===== config.mk =====
export PLATFORM = sky130hd
export DESIGN_NAME = gpio_csr
export DESIGN_NICKNAME = d
export VERILOG_FILES = /design/src/rtl/gpio_csr_pkg.sv /design/src/rtl/gpio_sync.sv /design/src/rtl/gpio_csr.sv
export SDC_FILE = /design/constraint.sdc
export NUM_CORES = 1
export LEC_CHECK = 0
export CAP_MARGIN = 5
export CORE_AREA = 2 2 151 153
export CTS_CLUSTER_SIZE = 8
export DETAILED_ROUTE_END_ITERATION = 16
export DIE_AREA = 0 0 153 155
export GPL_TIMING_DRIVEN = 0
export PLACE_DENSITY = 0.87
export SLEW_MARGIN = 10
export SYNTH_ARGS = -nofsm -noshare
export SYNTH_HDL_FRONTEND = slang
export SYNTH_SLANG_ARGS = --single-unit

===== constraint.sdc =====
create_clock -name clk -period 1.51 [get_ports clk]
set_input_delay 0.302 -clock clk [delete_from_list [all_inputs] [get_ports clk]]
set_output_delay 0.302 -clock clk [all_outputs]
set_load 0.005 [all_outputs]

===== src/rtl/gpio_csr_pkg.sv =====
// Shared constants and types for the GPIO CSR block.
package gpio_csr_pkg;

  // Default parameter values for gpio_csr and gpio_sync.
  localparam int unsigned DefWidth      = 32;
  localparam int unsigned DefNIn        = 2;
  localparam int unsigned DefNOut       = 2;
  localparam logic [11:0] DefCsrBase    = 12'h000;
  localparam int unsigned DefSyncStages = 2;

  // PEND and MASK offsets relative to the first offset past the last output channel.
  localparam int unsigned PendRelOff = 0;
  localparam int unsigned MaskRelOff = 1;

  // Register class selected by a CSR offset.
  typedef enum logic [2:0] {
    RegNone,
    RegIn,
    RegOut,
    RegPend,
    RegMask
  } reg_sel_e;

  // Offset of an address from the block base; wraps modulo the 12-bit CSR space.
  function automatic logic [11:0] csr_offset(logic [11:0] addr, logic [11:0] base);
    return addr - base;
  endfunction

endpackage


===== src/rtl/gpio_sync.sv =====
// Multi-flop synchroniser for one asynchronous GPIO input channel.
module gpio_sync
  import gpio_csr_pkg::*;
#(
  parameter int unsigned WIDTH       = DefWidth,
  parameter int unsigned SYNC_STAGES = DefSyncStages
) (
  input  logic             clk,
  input  logic             rst_n,
  input  logic [WIDTH-1:0] d_i,
  output logic [WIDTH-1:0] q_o
);

  if (SYNC_STAGES < 2 || SYNC_STAGES > 4) begin : g_bad_stages
    $error("gpio_sync: SYNC_STAGES must be in 2..4");
  end

  logic [SYNC_STAGES-1:0][WIDTH-1:0] stage_q;

  // Shift the raw input through the synchroniser chain.
  always_ff @(posedge clk or negedge rst_n) begin
    if (!rst_n) begin
      stage_q <= '0;
    end else begin
      stage_q[0] <= d_i;
      for (int unsigned i = 1; i < SYNC_STAGES; i++) begin
        stage_q[i] <= stage_q[i-1];
      end
    end
  end

  assign q_o = stage_q[SYNC_STAGES-1];

endmodule


===== src/rtl/gpio_csr.sv =====
// GPIO block with CSR access: synchronised inputs, registered outputs,
// change-detect pending bits with mask and a level interrupt.
module gpio_csr
  import gpio_csr_pkg::*;
#(
  parameter int unsigned WIDTH       = DefWidth,
  parameter int unsigned N_IN        = DefNIn,
  parameter int unsigned N_OUT       = DefNOut,
  parameter logic [11:0] CSR_BASE    = DefCsrBase,
  parameter int unsigned SYNC_STAGES = DefSyncStages
) (
  input  logic                        clk,
  input  logic                        rst_n,
  input  logic [11:0]                 csr_addr,
  input  logic                        csr_re,
  input  logic                        csr_we,
  input  logic [WIDTH-1:0]            csr_wdata,
  output logic [WIDTH-1:0]            csr_rdata,
  output logic                        csr_rvalid,
  output logic                        csr_err,
  input  logic [N_IN-1:0][WIDTH-1:0]  gpio_in,
  output logic [N_OUT-1:0][WIDTH-1:0] gpio_out,
  output logic                        irq
);

  // Elaboration-time parameter checks.
  if (WIDTH < 1) begin : g_bad_width
    $error("gpio_csr: WIDTH must be at least 1");
  end
  if (N_IN < 1 || N_IN > WIDTH) begin : g_bad_n_in
    $error("gpio_csr: N_IN must be in 1..WIDTH");
  end
  if (N_OUT < 1 || N_OUT > 16) begin : g_bad_n_out
    $error("gpio_csr: N_OUT must be in 1..16");
  end
  if (SYNC_STAGES < 2 || SYNC_STAGES > 4) begin : g_bad_stages
    $error("gpio_csr: SYNC_STAGES must be in 2..4");
  end

  localparam logic [11:0] OutLo    = 12'(N_IN);
  localparam logic [11:0] OutHi    = 12'(N_IN + N_OUT);
  localparam logic [11:0] PendOff  = 12'(N_IN + N_OUT + PendRelOff);
  localparam logic [11:0] MaskOff  = 12'(N_IN + N_OUT + MaskRelOff);
  // Detection arms this many cycles after reset release, once synchronisers
  // and previous-value flops hold real input data.
  localparam int unsigned ArmCount = SYNC_STAGES + 1;
  localparam int unsigned CntW     = $clog2(ArmCount + 1);

  logic [N_IN-1:0][WIDTH-1:0]  sync_in;
  logic [N_IN-1:0][WIDTH-1:0]  prev_q;
  logic [CntW-1:0]             arm_cnt_q, arm_cnt_d;
  logic [N_IN-1:0]             pend_q, pend_d;
  logic [N_IN-1:0]             mask_q, mask_d;
  logic [N_OUT-1:0][WIDTH-1:0] out_q, out_d;
  logic [WIDTH-1:0]            rdata_q, rdata_d;
  logic                        rvalid_q, err_q, irq_q;

  logic [11:0]     off;
  reg_sel_e        sel;
  logic [WIDTH-1:0] rd_val;
  logic            acc_err;
  logic            armed;
  logic [N_IN-1:0] pend_set, pend_clr;

  for (genvar i = 0; i < N_IN; i++) begin : g_sync
    gpio_sync #(
      .WIDTH      (WIDTH),
      .SYNC_STAGES(SYNC_STAGES)
    ) u_sync (
      .clk  (clk),
      .rst_n(rst_n),
      .d_i  (gpio_in[i]),
      .q_o  (sync_in[i])
    );
  end

  // Decode the access offset into a register class.
  always_comb begin
    off = csr_offset(csr_addr, CSR_BASE);
    if (off < OutLo) begin
      sel = RegIn;
    end else if (off < OutHi) begin
      sel = RegOut;
    end else if (off == PendOff) begin
      sel = RegPend;
    end else if (off == MaskOff) begin
      sel = RegMask;
    end else begin
      sel = RegNone;
    end
  end

  // Read mux over pre-write state; unmapped offsets read as zero.
  always_comb begin
    rd_val = '0;
    case (sel)
      RegIn: begin
        for (int unsigned i = 0; i < N_IN; i++) begin
          if (off == 12'(i)) rd_val = sync_in[i];
        end
      end
      RegOut: begin
        for (int unsigned j = 0; j < N_OUT; j++) begin
          if (off == 12'(N_IN + j)) rd_val = out_q[j];
        end
      end
      RegPend: rd_val = WIDTH'(pend_q);
      RegMask: rd_val = WIDTH'(mask_q);
      default: rd_val = '0;
    endcase
  end

  // Access errors: anything unmapped, or a write to a read-only input channel.
  assign acc_err = (csr_re | csr_we) & ((sel == RegNone) | (csr_we & (sel == RegIn)));

  assign armed = (arm_cnt_q == CntW'(ArmCount));

  // Next-state for outputs, PEND/MASK, read data and the arm counter.
  always_comb begin
    out_d = out_q;
    if (csr_we && sel == RegOut) begin
      for (int unsigned j = 0; j < N_OUT; j++) begin
        if (off == 12'(N_IN + j)) out_d[j] = csr_wdata;
      end
    end

    for (int unsigned i = 0; i < N_IN; i++) begin
      pend_set[i] = armed & (sync_in[i] != prev_q[i]);
    end
    pend_clr = (csr_we && sel == RegPend) ? csr_wdata[N_IN-1:0] : '0;
    // A new event outranks a same-cycle clear.
    pend_d   = (pend_q & ~pend_clr) | pend_set;

    mask_d    = (csr_we && sel == RegMask) ? csr_wdata[N_IN-1:0] : mask_q;
    rdata_d   = csr_re ? rd_val : rdata_q;
    arm_cnt_d = armed ? arm_cnt_q : arm_cnt_q + CntW'(1);
  end

  // All block state; reset discards any in-flight access.
  always_ff @(posedge clk or negedge rst_n) begin
    if (!rst_n) begin
      prev_q    <= '0;
      arm_cnt_q <= '0;
      pend_q    <= '0;
      mask_q    <= '0;
      out_q     <= '0;
      rdata_q   <= '0;
      rvalid_q  <= 1'b0;
      err_q     <= 1'b0;
      irq_q     <= 1'b0;
    end else begin
      prev_q    <= sync_in;
      arm_cnt_q <= arm_cnt_d;
      pend_q    <= pend_d;
      mask_q    <= mask_d;
      out_q     <= out_d;
      rdata_q   <= rdata_d;
      rvalid_q  <= csr_re;
      err_q     <= acc_err;
      irq_q     <= |(pend_q & mask_q);
    end
  end

  assign csr_rdata  = rdata_q;
  assign csr_rvalid = rvalid_q;
  assign csr_err    = err_q;
  assign gpio_out   = out_q;
  assign irq        = irq_q;

endmodule


Run 1, the metal 1 layer:
The bar under the picture is 50 um long. Cells faint in the background.
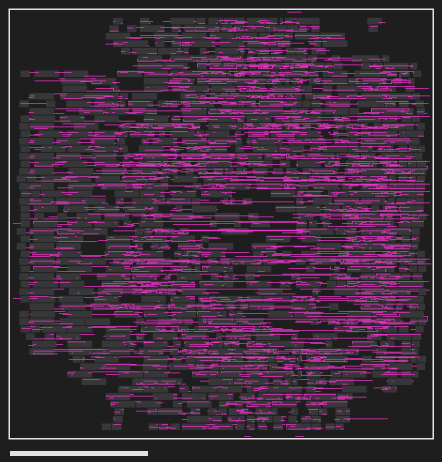
wire length on this layer: 11300 um
longest straight run: 52.0 um
via count: 6607
routing usage on met1: 30.78%
drt total wl: 27960 um

Run 1, layout detail:
The bar under the picture is 5 um long. Window x 105 to 125, y 106 to 126 um. Cells in gray, sequential cells in the stronger gray; small squares are vias.
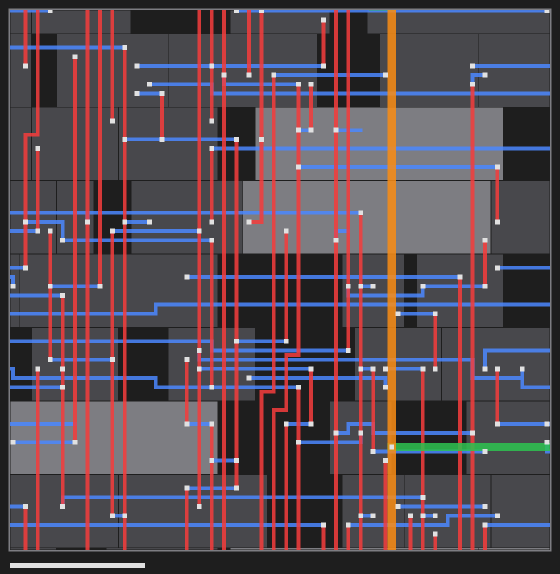
legend:
  green:
    layer: met3
  orange:
    layer: met4
  red:
    layer: met2
  blue:
    layer: met1
netlist names of flops here include: `gpio_out` (2), `csr_rdata` (1)
most frequent: nor2b_1 (4), clkdlybuf4s15_1 (4)
cells with their middle in the window: 27
sequential cells in the window: 3

Run 1, signal metal coverage by tile:
31 x 31 tiles, from white (low) to dark blue (high), scaled to the fullest tile. Values are wire area over tile area, all layers added.
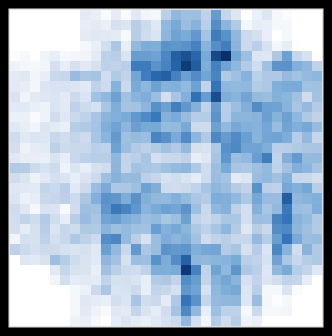
emptiest ninth of the die: north-west
densest ninth of the die: north
tiles over half the peak: 16%
nearly empty tiles: 9.9%
mean over tiles: 0.19
wire length per cell after detailed routing: 21.67 um
gr usage total: 23.89%

==> impl_metrics.tcl, run 1 <==
# collected from the flow reports
set metrics [dict create \
    status "complete, but fails checks" \
    violations "negative setup slack" \
    hpwl_um 17710 \
    cts_root_buffer "clkbuf_16" \
    worstHoldPathType "primary input to register" \
    max_slew_margin_pct 55.76 \
    die_h_um 155 \
    common_cells "dfrtp_1 (297), xnor2_1 (65), mux2_2 (52)" \
    drt-initial-drc-count 379 \
    endpoint "gpio_out[47]" \
    setup_viol_count_final 97 \
    crit_fanout 5 \
    whs_ns 0.2228 \
    cts_tree "done" \
    warnings 33 \
    finalInstanceArea_sq_mm 0.01543 \
    placed_cell_area_sq_mm 0.01320 \
    rr_worst_depth 5 \
    synth_seq_share_pct 69.70 \
    power_density_mw_per_mm2 1137 \
    clock.fmax_mhz 571.5 \
    finalCritPeriodShare_pct 115.9 \
    ant_nets 0 \
    fin_ws_ns -0.2397 \
    routabilityCongestion 0.8091 \
    yosysWarningCount 0 \
    clk_pin_slew_worst_paths_ns 0.05 \
    pwr-share-seq_pct 48.1 \
    worst_slew_pin_slew_ns 0.6636 \
    dp.cells 1154 \
    syn_to_final_growth_pct 44.72 \
    sw_frac_of_total_pct 21.56 \
    synth_flops 297 \
    cp-end-kind "register" \
    port_buffers 210 \
    r2r_slack_ns -0.09 \
]
-- run 1: cells by family after synthesis --
kind of cell | share of synthesized area [%]
muxes | 15.32
xor gates and xnor gates | 5.339
AOI/OAI and AO/OA | 3.438
adders and majority gates | 0.1173
buffers and inverters | 1.713
and+or+nand+nor | 4.365
DFF | 69.70
-- run 1: sequential cells by signal, summed over array words and instances, names as in the netlist, 2 cells and up --
register / cells
g_sync.u_sync.q_o: 64
g_sync.u_sync.stage_q: 64
gpio_out: 64
prev_q: 64
csr_rdata: 32
arm_cnt_q: 2
mask_q: 2
pend_q: 2
-- run 1: cell type report --
class / instances / area [sq um]
Timing Repair Buffer: 301 / 2943
Inverter: 5 / 18.77
Multi-Input combinational cell: 332 / 3283
Sequential cell: 297 / 7433
Clock inverter: 3 / 41.29
Fill cell: 1456 / 6797
Buffer: 22 / 272.8
Tap cell: 285 / 356.6
Antenna cell: 1 / 2.502
Clock buffer: 44 / 1080
-- run 1: routing by layer --
layer / vias up / global-route usage [%]
met5: - / 0
met1: 3347 / 30.78
met2: 239 / 40.47
met3: 70 / 4.568
li1: 2951 / -
met4: 0 / 9.436
-- run 1: timing repair --
item / 4_1_cts / 5_1_grt
hold buffers: 1 / 0
setup buffers: 68 / 14
resized: 233 / 56
endpoints found under the hold margin: 72 / 0
cloned: 8 / 2
pin swaps: 14 / 25
endpoints found under the setup margin: 200 / 132
-- run 1: placed cells by master (no fill, tap or decap), types with 9 or more instances in the layout --
cell and instances:
dlygate4sd2_1 71, xnor2_1 65, nor2b_1 29, o21ai_2 28
a21oi_1 21, clkdlybuf4s15_1 32, mux2_2 49, mux2_4 49
nand4_1 16, a21oi_2 9, mux2i_1 26, clkdlybuf4s50_1 101
dfrtp_1 296, buf_4 67, buf_6 18, clkbuf_16 45
## Run 2: what changed since run 1
--- a/config.mk
+++ b/config.mk
@@ -11,7 +11,7 @@
 export DETAILED_ROUTE_END_ITERATION = 16
 export DIE_AREA = 0 0 153 155
 export GPL_TIMING_DRIVEN = 0
-export PLACE_DENSITY = 0.87
+export PLACE_DENSITY = 0.76
 export SLEW_MARGIN = 10
 export SYNTH_ARGS = -nofsm -noshare
 export SYNTH_HDL_FRONTEND = slang
Run 2, metal layers overlaid:
The bar under the picture is 50 um long. Two of the layers only.
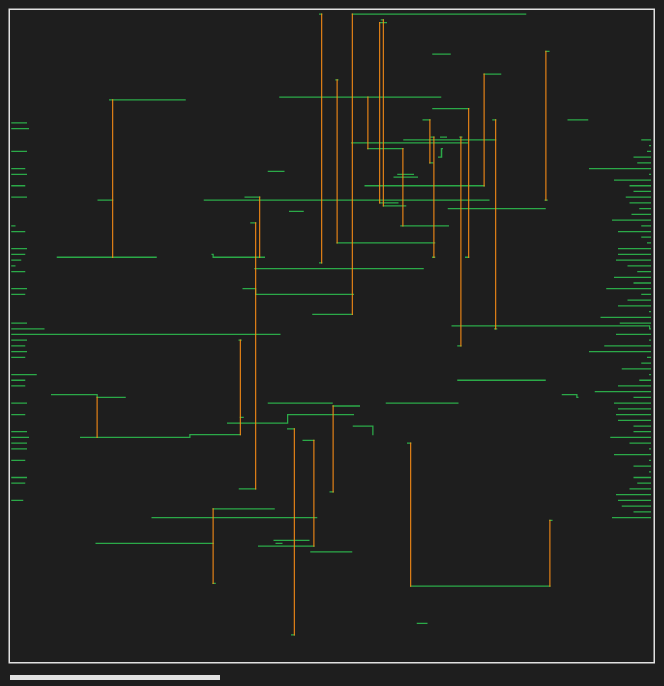
legend:
  green:
    layer: met3
    wire_length: 1390 um
  orange:
    layer: met4
    wire_length: 831 um

Run 2, layout detail:
The bar under the picture is 5 um long. Window x 105 to 125, y 106 to 126 um. Cells in gray, sequential cells in the stronger gray; small squares are vias.
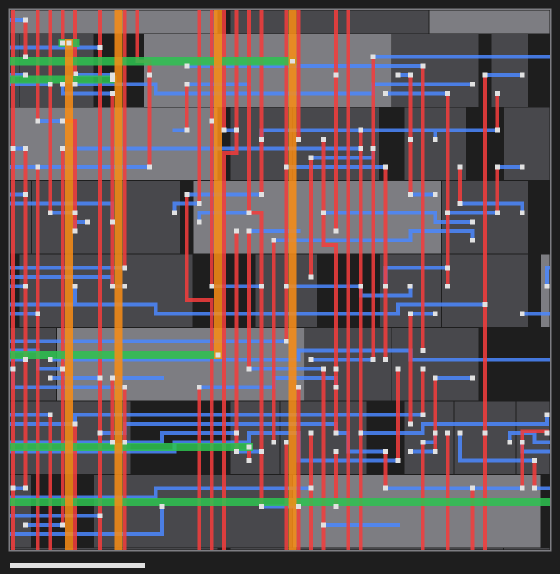
legend:
  orange:
    layer: met4
  red:
    layer: met2
  blue:
    layer: met1
  green:
    layer: met3
netlist names of flops here include: `csr_rdata` (5)
cells with their middle in the window: 26
most frequent: nor2b_1 (5), dfrtp_1 (5), a21oi_2 (3)
sequential cells in the window: 5

==> impl_metrics.tcl, run 2 <==
# collected from the flow reports
set metrics [dict create \
    fin_ws_ns -0.2229 \
    rsz0062_at_grt "yes" \
    synthCells 657 \
    via_per_inst 5.046 \
    synthTopCellsByArea "dfrtp_1 (70%), mux2_4 (6.5%), mux2_2 (5.5%)" \
    grt_max_degree 118 \
    cts_root_buffer "clkbuf_16" \
    lay_top_cells "dfrtp_1 (295), clkdlybuf4s50_1 (102), dlygate4sd2_1 (72), buf_4 (70), xnor2_1 (62)" \
    power_density_mw_per_mm2 1136 \
    grt_usage_pct 23.25 \
    violations "negative setup slack" \
    cts_buffers 43 \
    critPathTopFamily "buffers and inverters" \
    status "complete, but fails checks" \
    fin_util_pct 70.01 \
    routed.top_layer "met4" \
    fin_nets 1121 \
    finalCritPeriodShare_pct 114.8 \
    n_antenna_cell 0 \
    yosysWarningCount 0 \
    die_h_um 155 \
    whs_ns 0.2199 \
    clk_pin_slew_worst_paths_ns 0.05 \
    wl_met3_um 1389 \
    worstHoldPathType "primary input to register" \
    crit_top_cell "buf_12" \
    finalPower_mw 17.68 \
    cp-end-kind "register" \
    max_slew_margin_pct 60.34 \
    hold_violations 0 \
    vias 6539 \
    die-width_um 153 \
    dp.cells 1154 \
    finalInstanceArea_sq_mm 0.01556 \
    cts_tree "done" \
    crit_fanout 5 \
    common_cells "dfrtp_1 (297), xnor2_1 (65), mux2_2 (52)" \
    yosys_area_sq_mm 0.01066 \
    worst_slew_pin_slew_ns 0.5948 \
    antenna_found_initial 0 \
    routed_wl_um 27400 \
    syn_to_final_growth_pct 45.95 \
    routabilityCongestion 0.7851 \
    hpwl_um 17020 \
    synth_flops 297 \
    crit_buf_inv 4 \
    preCtsSetupSlack_ns -1.708 \
    ant_nets 0 \
    drt-pass1-iter-count 4 \
    placed_cell_area_sq_mm 0.01320 \
    port_buffers 210 \
    clock.fmax_mhz 577.1 \
    synth_seq_share_pct 69.70 \
    setup_tns_ns -12.99 \
    period_needed_ns 1.733 \
    clock.latency.late_pin_ns 0.53 \
    warnings 32 \
    layout_top_cell "dfrtp_1" \
    flop_cell "dfrtp_1" \
    crit_type "primary input to register" \
    wire_per_inst_um 21.14 \
    setup_viol_count_final 96 \
    leakage_nw 7.552 \
    drt-initial-drc-count 297 \
    met2_length_um 13710 \
    chipArea_sq_mm 0.02372 \
]
run 2: cell counts after synthesis:
Identical to the previous run, type by type.
run 2: timing repair:
item | 4_1_cts | 5_1_grt
hold buffers | 1 | 0
endpoints found under the hold margin | 78 | 0
setup buffers | 74 | 18
setup endpoints to repair | 200 | 131
pin swaps | 34 | 8
gates resized | 257 | 50
cloned | 9 | 1
run 2: layout make-up:
type	count	area [sq um]
clock inverter	4	57.56
fill	1480	6665
tap	285	356.6
multi-input combinational	332	3319
clock buffer	44	1080
inverter	5	18.77
buffer	20	256.5
timing repair buffer	309	3039
sequential	297	7435
run 2: cell families after synthesis:
group / synth area share, %
flip-flops: 69.70
multiplexers: 15.32
AND-OR/OR-AND: 3.438
AND/OR/NAND/NOR: 4.365
XOR/XNOR: 5.339
buffers and inverters: 1.713
adder cells (fa/ha/maj): 0.1173
run 2: worst paths after layout:
path                                               from                            to  slack, ns  cells after the start
setup / recovery                            csr_addr[1]                  gpio_out[25]      -0.22                      7
hold / removal                              gpio_in[51]  g_sync[1].u_sync.stage_q[19]       0.22                      1
setup reg to reg               g_sync[1].u_sync.q_o[31]                     pend_q[1]      -0.13                      5
hold reg to reg            g_sync[0].u_sync.stage_q[31]      g_sync[0].u_sync.q_o[31]       0.33                      0
max in group asynchronous                         rst_n  g_sync[0].u_sync.stage_q[31]       0.21                      3
min in group asynchronous                         rst_n  g_sync[0].u_sync.stage_q[22]       0.36                      2
run 2: where the power goes:
part           leakage (nW)  switching, mW  internal (mW)
Sequential             3.68          0.179           8.25
Combinational          3.32          0.464          0.525
Clock                 0.559           3.21           5.05
run 2: layer usage:
metal	track usage (%)	vias to the layer above
met5	0	-
met4	7.981	0
met3	4.847	54
met2	38.76	216
met1	30.76	3304
li1	-	2965
Power figures rest on the tool's default switching activity, not on a simulated workload.
